### Signal wires on met3, run 1

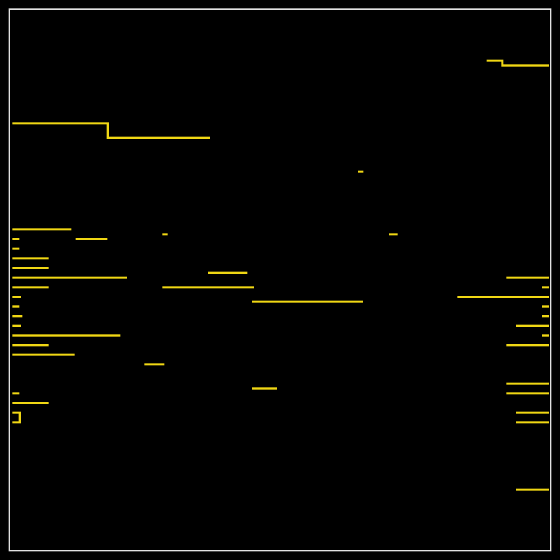
### M2 wires, run 1

Scale bar: 20 um.
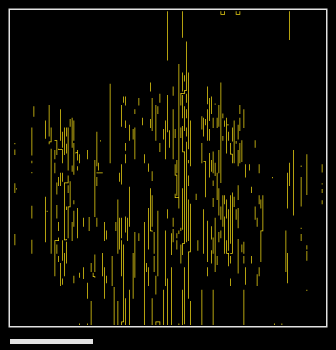
### Gate-type map, run 1

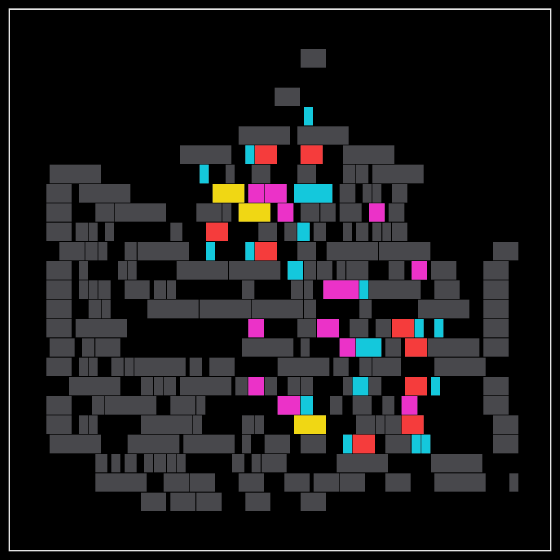
<file path="src/rtl/oam_dma.sv">
// OAM DMA engine behind FF46: copies LEN bytes from {src_hi,00..} into OAM, one byte per M-cycle.
// Optional CPU bus blocking during a transfer is enabled by defining OAM_DMA_CPU_BLOCK_EN.
module oam_dma #(
  parameter int LEN         = 160,
  parameter int START_DELAY = 1
) (
  input  logic        clk,
  input  logic        rst,
  input  logic        ce,
  input  logic        reg_write,
  input  logic [7:0]  reg_d_wr,
  output logic [7:0]  reg_d_rd,
  input  logic [15:0] cpu_addr,
  output logic        dma_active,
  output logic [15:0] dma_addr,
  input  logic [7:0]  dma_d_in,
  output logic [7:0]  oam_addr,
  output logic [7:0]  oam_d_wr,
  output logic        oam_write,
  output logic        cpu_blocked
);

  localparam logic [1:0] S_IDLE  = 2'd0;
  localparam logic [1:0] S_START = 2'd1;
  localparam logic [1:0] S_XFER  = 2'd2;

  localparam logic [7:0] LAST_IDX = 8'(LEN - 1);
  localparam logic [7:0] DLY_LAST = 8'(START_DELAY - 1);

  logic [1:0] state;
  logic [7:0] idx;
  logic [7:0] dly_cnt;
  logic [7:0] src_hi;
  logic [7:0] reg_q;

  // Sources in echo RAM (E000-FDFF) alias onto work RAM (C000-DDFF).
  function automatic logic [7:0] fold_src(input logic [7:0] v);
    fold_src = (v >= 8'hE0) ? (v & 8'hDF) : v;
  endfunction

  always_ff @(posedge clk) begin
    if (rst) begin
      state   <= S_IDLE;
      idx     <= 8'h00;
      dly_cnt <= 8'h00;
      src_hi  <= 8'h00;
      reg_q   <= 8'hFF;
    end else if (ce) begin
      if (reg_write) begin
        reg_q   <= reg_d_wr;
        src_hi  <= fold_src(reg_d_wr);
        idx     <= 8'h00;
        dly_cnt <= 8'h00;
        state   <= S_START;
      end else begin
        case (state)
          S_IDLE: ;
          S_START: begin
            if (dly_cnt == DLY_LAST) begin
              dly_cnt <= 8'h00;
              state   <= S_XFER;
            end else begin
              dly_cnt <= dly_cnt + 8'h01;
            end
          end
          // idx parks on the final byte so dma_addr keeps showing the last source in IDLE.
          S_XFER: begin
            if (idx == LAST_IDX) begin
              state <= S_IDLE;
            end else begin
              idx <= idx + 8'h01;
            end
          end
          default: state <= S_IDLE;
        endcase
      end
    end
  end

  // A restart write on an XFER edge takes priority over that edge's copy.
  assign oam_write  = ce & ~rst & ~reg_write & (state == S_XFER);
  assign oam_addr   = idx;
  assign oam_d_wr   = dma_d_in;
  assign dma_addr   = {src_hi, idx};
  assign dma_active = (state != S_IDLE);
  assign reg_d_rd   = reg_q;

`ifdef OAM_DMA_CPU_BLOCK_EN
  // HRAM (FF80-FFFF) stays reachable so the CPU can run its wait loop there.
  assign cpu_blocked = dma_active & (cpu_addr[15:7] != 9'h1FF);
`else
  logic unused_cpu_addr;
  assign unused_cpu_addr = ^cpu_addr;
  assign cpu_blocked     = 1'b0;
`endif

endmodule
</file>
<file path="config.mk">
export PLATFORM = sky130hd
export DESIGN_NAME = oam_dma
export DESIGN_NICKNAME = d
export VERILOG_FILES = /design/src/rtl/oam_dma.sv
export SDC_FILE = /design/constraint.sdc
export NUM_CORES = 1
export LEC_CHECK = 0
export CAP_MARGIN = 15
export CORE_MARGIN = 4
export CORE_UTILIZATION = 35
export CTS_BUF_LIST = sky130_fd_sc_hd__clkbuf_2
export DETAILED_ROUTE_END_ITERATION = 10
export GPL_TIMING_DRIVEN = 1
export HOLD_SLACK_MARGIN = 0.06
export PLACE_DENSITY = 0.76
export SLEW_MARGIN = 0
export SYNTH_ARGS = -nofsm -noshare
export SYNTH_HDL_FRONTEND = slang
export SYNTH_SLANG_ARGS = --single-unit
</file>
<file path="constraint.sdc">
create_clock -name clk -period 3.12 [get_ports clk]
set_input_delay 0.312 -clock clk [delete_from_list [all_inputs] [get_ports clk]]
set_output_delay 0.312 -clock clk [all_outputs]
set_load 0.02 [all_outputs]
</file>
==> ci_impl_report.md, run 1 <==
### Metrics collected by this job

| Metric | Value |
|---|---|
| Non-clock buffering overhead | `22.55%` |
| Nets@finish | `261` |
| Worst Setup EP | `oam_write` |
| CP Capture Type | `output port` |
| Area share, top type | `41.85%` |
| Highest clock rate | `445.6 MHz` |
| N_taps | `52` |
| Vias in the first global route | `1312` |
| Comb area leader | `simple AND/OR/NAND/NOR gates` |
| Syn_nets | `232` |
| GR peak layer | `met2` |
| R2R Setup Slk | `1380 ps` |
| Outcome | `completed` |
| Crit path launch | `ce` |
| Hold Path Origin | `src_hi[1]$_SDFFE_PP0P_` |
| Clock power share | `25.2%` |
| Post-route DRC violation count | `0` |
| Clk cell area share | `1.725%` |
| Non-Clock Inverter Count | `3` |
| Detailed placement HPWL | `2443 um` |
| Die X | `76.17 um` |
| Clk latency late pin | `360 ps` |
| Post-layout min period | `2244 ps` |
| Main flop type | `dfxtp_1` |
| Placed cell area | `1996 sq um` |
| Hold depth | `2` |
| Most frequent cells in the layout | `clkdlybuf4s50_1, nand2_1, dfxtp_1` |
| Slowest-stage cell, CP | `clkdlybuf4s50_1` |
| Mapped Avg Cell Area | `8.428 sq um` |
| Critical path class | `in2out` |
-- 'Signal wires on met3' (at the start) --
longest straight run: 15.9 um
share of all routed wire: 6.6%
nets with wire on the layer: 35
wire length on this layer: 219 um

-- 'M2 wires' (at the start) --
share of all routed wire: 45%
longest straight run: 34.7 um

-- 'Gate-type map' (at the start) --
| family | color | cells | most used |
|---|---|---|---|
| XOR/XNOR gates | red | 9 | xor2_1 |
| AND and OR gates | magenta | 12 | and3_1 |
| NOR gates | cyan | 18 | nor2_1 |
| adder and majority cells | yellow | 3 | ha_1 |
Final Non-Filler Cells: 274
commonest non-fill, non-tap cell in the layout: clkdlybuf4s50_1

### Track usage over the die, run 1

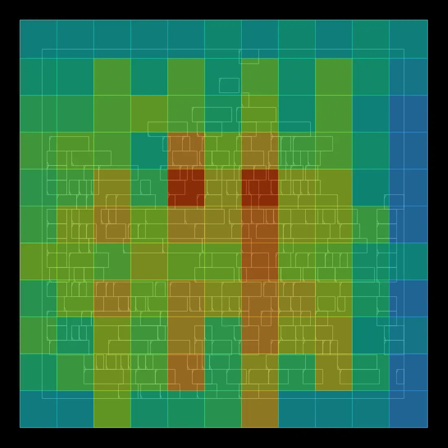

## Run 2: what changed since run 1
--- a/config.mk
+++ b/config.mk
@@ -12,7 +12,7 @@
 export DETAILED_ROUTE_END_ITERATION = 10
 export GPL_TIMING_DRIVEN = 1
 export HOLD_SLACK_MARGIN = 0.06
-export PLACE_DENSITY = 0.76
+export PLACE_DENSITY = 0.79
 export SLEW_MARGIN = 0
 export SYNTH_ARGS = -nofsm -noshare
 export SYNTH_HDL_FRONTEND = slang
==> constraint.sdc (replaced) <==
create_clock -name clk -period 2.01 [get_ports clk]
set_input_delay 0.201 -clock clk [delete_from_list [all_inputs] [get_ports clk]]
set_output_delay 0.201 -clock clk [all_outputs]
set_load 0.02 [all_outputs]
### Track usage over the die, run 2

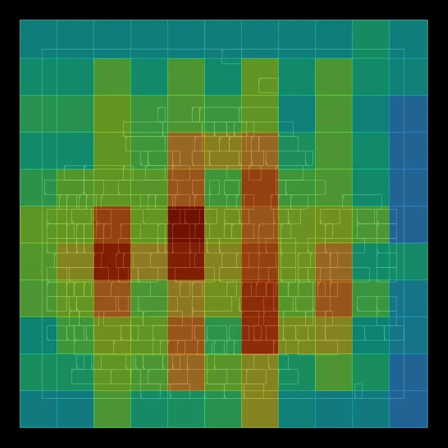
Avg WL per Cell: 12.29 um
post-layout util: 47.79%
routing usage on met2: 20.72%

==> ci_impl_report.md, run 2 <==
### Metrics collected by this job

| Metric | Value |
|---|---|
| Outcome | `completed` |
| Post-route DRC violation count | `0` |
| Die height | `76.17 um` |
| Commonest non-fill, non-tap cell in the layout | `clkdlybuf4s50_1` |
| Crit path launch | `state[1]$_SDFFE_PP0P_` |
| R2R Setup Slk | `300 ps` |
| Most frequent cells in the layout | `clkdlybuf4s50_1, nand2_1, dfxtp_1` |
| Nets@finish | `267` |
| CP top delay family | `buffers and inverters` |
| Detailed placement HPWL | `2541 um` |
| Hold Path Origin | `reg_d_wr[0]` |
| First-pass GRT wire length | `6037 um` |
| Hold depth | `3` |
| Mapped Avg Cell Area | `8.428 sq um` |
| Main flop type | `dfxtp_1` |
| Biggest consumer | `sequential cells` |
| Non-clock buffering overhead | `23.78%` |
| GR peak layer | `met2` |
| Seq group | `711 uW` |
| CP Capture Type | `output port` |
| Non-Clock Inverter Count | `3` |
| Die X | `76.17 um` |
| Placed cell area | `2041 sq um` |
| Area share, top type | `41.85%` |
| Post-layout min period | `1835 ps` |
| CP Buf/Inv Count | `1` |
| Clock power share | `33.7%` |
| Post-route cell area | `2110 sq um` |
| Comb area leader | `simple AND/OR/NAND/NOR gates` |
| Clk cell area share | `3.321%` |
| Clk latency late pin | `370 ps` |
| N_taps | `52` |
| CP required | `1810 ps` |
| Fin crit share | `91.28%` |
| Syn_nets | `232` |
| Final Non-Filler Cells | `281` |
| Static Leak | `0.0007832 uW` |
| Slowest-stage cell, CP | `clkdlybuf4s50_1` |
| Worst Setup EP | `dma_active` |
### M2 wires, run 2

Scale bar: 20 um.
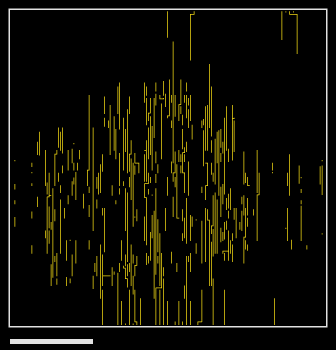

## Run 3: what changed since run 2
--- a/config.mk
+++ b/config.mk
@@ -6,7 +6,7 @@
 export NUM_CORES = 1
 export LEC_CHECK = 0
 export CAP_MARGIN = 15
-export CORE_MARGIN = 4
+export CORE_MARGIN = 2
 export CORE_UTILIZATION = 35
 export CTS_BUF_LIST = sky130_fd_sc_hd__clkbuf_2
 export DETAILED_ROUTE_END_ITERATION = 10
### M2 wires, run 3

Scale bar: 20 um.
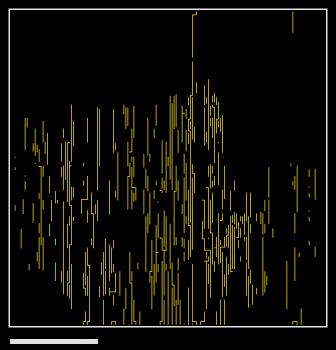
nets with wire on the layer: 207
share of all routed wire: 46%
wire length on this layer: 1580 um
longest straight run: 21.1 um

==> ci_impl_report.md, run 3 <==
### Metrics collected by this job

| Metric | Value |
|---|---|
| Outcome | `completed` |
| Post-route DRC violation count | `0` |
| Clock power share | `39.3%` |
| Post-synth regs | `34` |
| Worst Setup EP | `dma_active` |
| Crit path launch | `state[1]$_SDFFE_PP0P_` |
| Non-Clock Inverter Count | `3` |
| Seq group | `711 uW` |
| Placed cell area | `2033 sq um` |
| Highest clock rate | `546.6 MHz` |
| Non-clock buffering overhead | `23.30%` |
| Share of layout cells above drive strength 1 | `7.456%` |
| Main flop type | `dfxtp_1` |
| Hold Path Origin | `reg_d_wr[0]` |
| Biggest consumer | `sequential cells` |
| Post-route cell area | `2121 sq um` |
| First-pass GRT wire length | `5775 um` |
| CP Buf/Inv Count | `1` |
| Most frequent cells in the layout | `clkdlybuf4s50_1, nand2_1, dfxtp_1` |
| Syn_nets | `232` |
| Post-layout util | `48.04%` |
| Static Leak | `0.0007945 uW` |
| Hold depth | `3` |
| Mapped Avg Cell Area | `8.428 sq um` |
| Critical path class | `reg2out` |
| Commonest non-fill, non-tap cell in the layout | `clkdlybuf4s50_1` |
| Die height | `72.17 um` |
| Fin Clk Skew | `7.626 ps` |
| CP required | `1810 ps` |
| Comb area leader | `simple AND/OR/NAND/NOR gates` |
| R2R Setup Slk | `290 ps` |
| Vias in the first global route | `1279` |
| Avg WL per Cell | `12.33 um` |
| Nets@finish | `266` |
| Post-layout min period | `1829 ps` |
| Routing usage on met2 | `21.81%` |
| CP Capture Type | `output port` |
| Clk cell area share | `4.189%` |
| CP top delay family | `buffers and inverters` |
| Fin crit share | `91.02%` |
| N_taps | `52` |

==> layout pictures side by side <==
Sequential cells colored by netlist name.
Scale bar: 20 um. Other sequential cells in the stronger gray, the rest of the logic in the fainter gray.
image #1
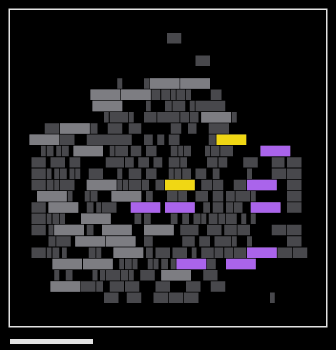
image #2
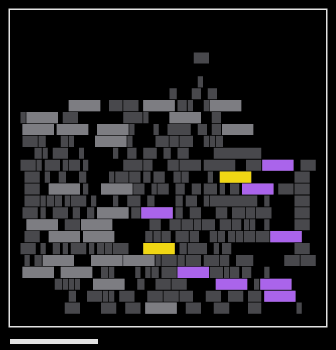
Image #1 is run 2.
Image #2 is run 3.

Key to image #2:
| netlist name | color | sequential cells |
|---|---|---|
| oam_addr | purple | 8 |
| state | yellow | 2 |
not colored: 24

Power figures rest on the tool's default switching activity, not on a simulated workload.
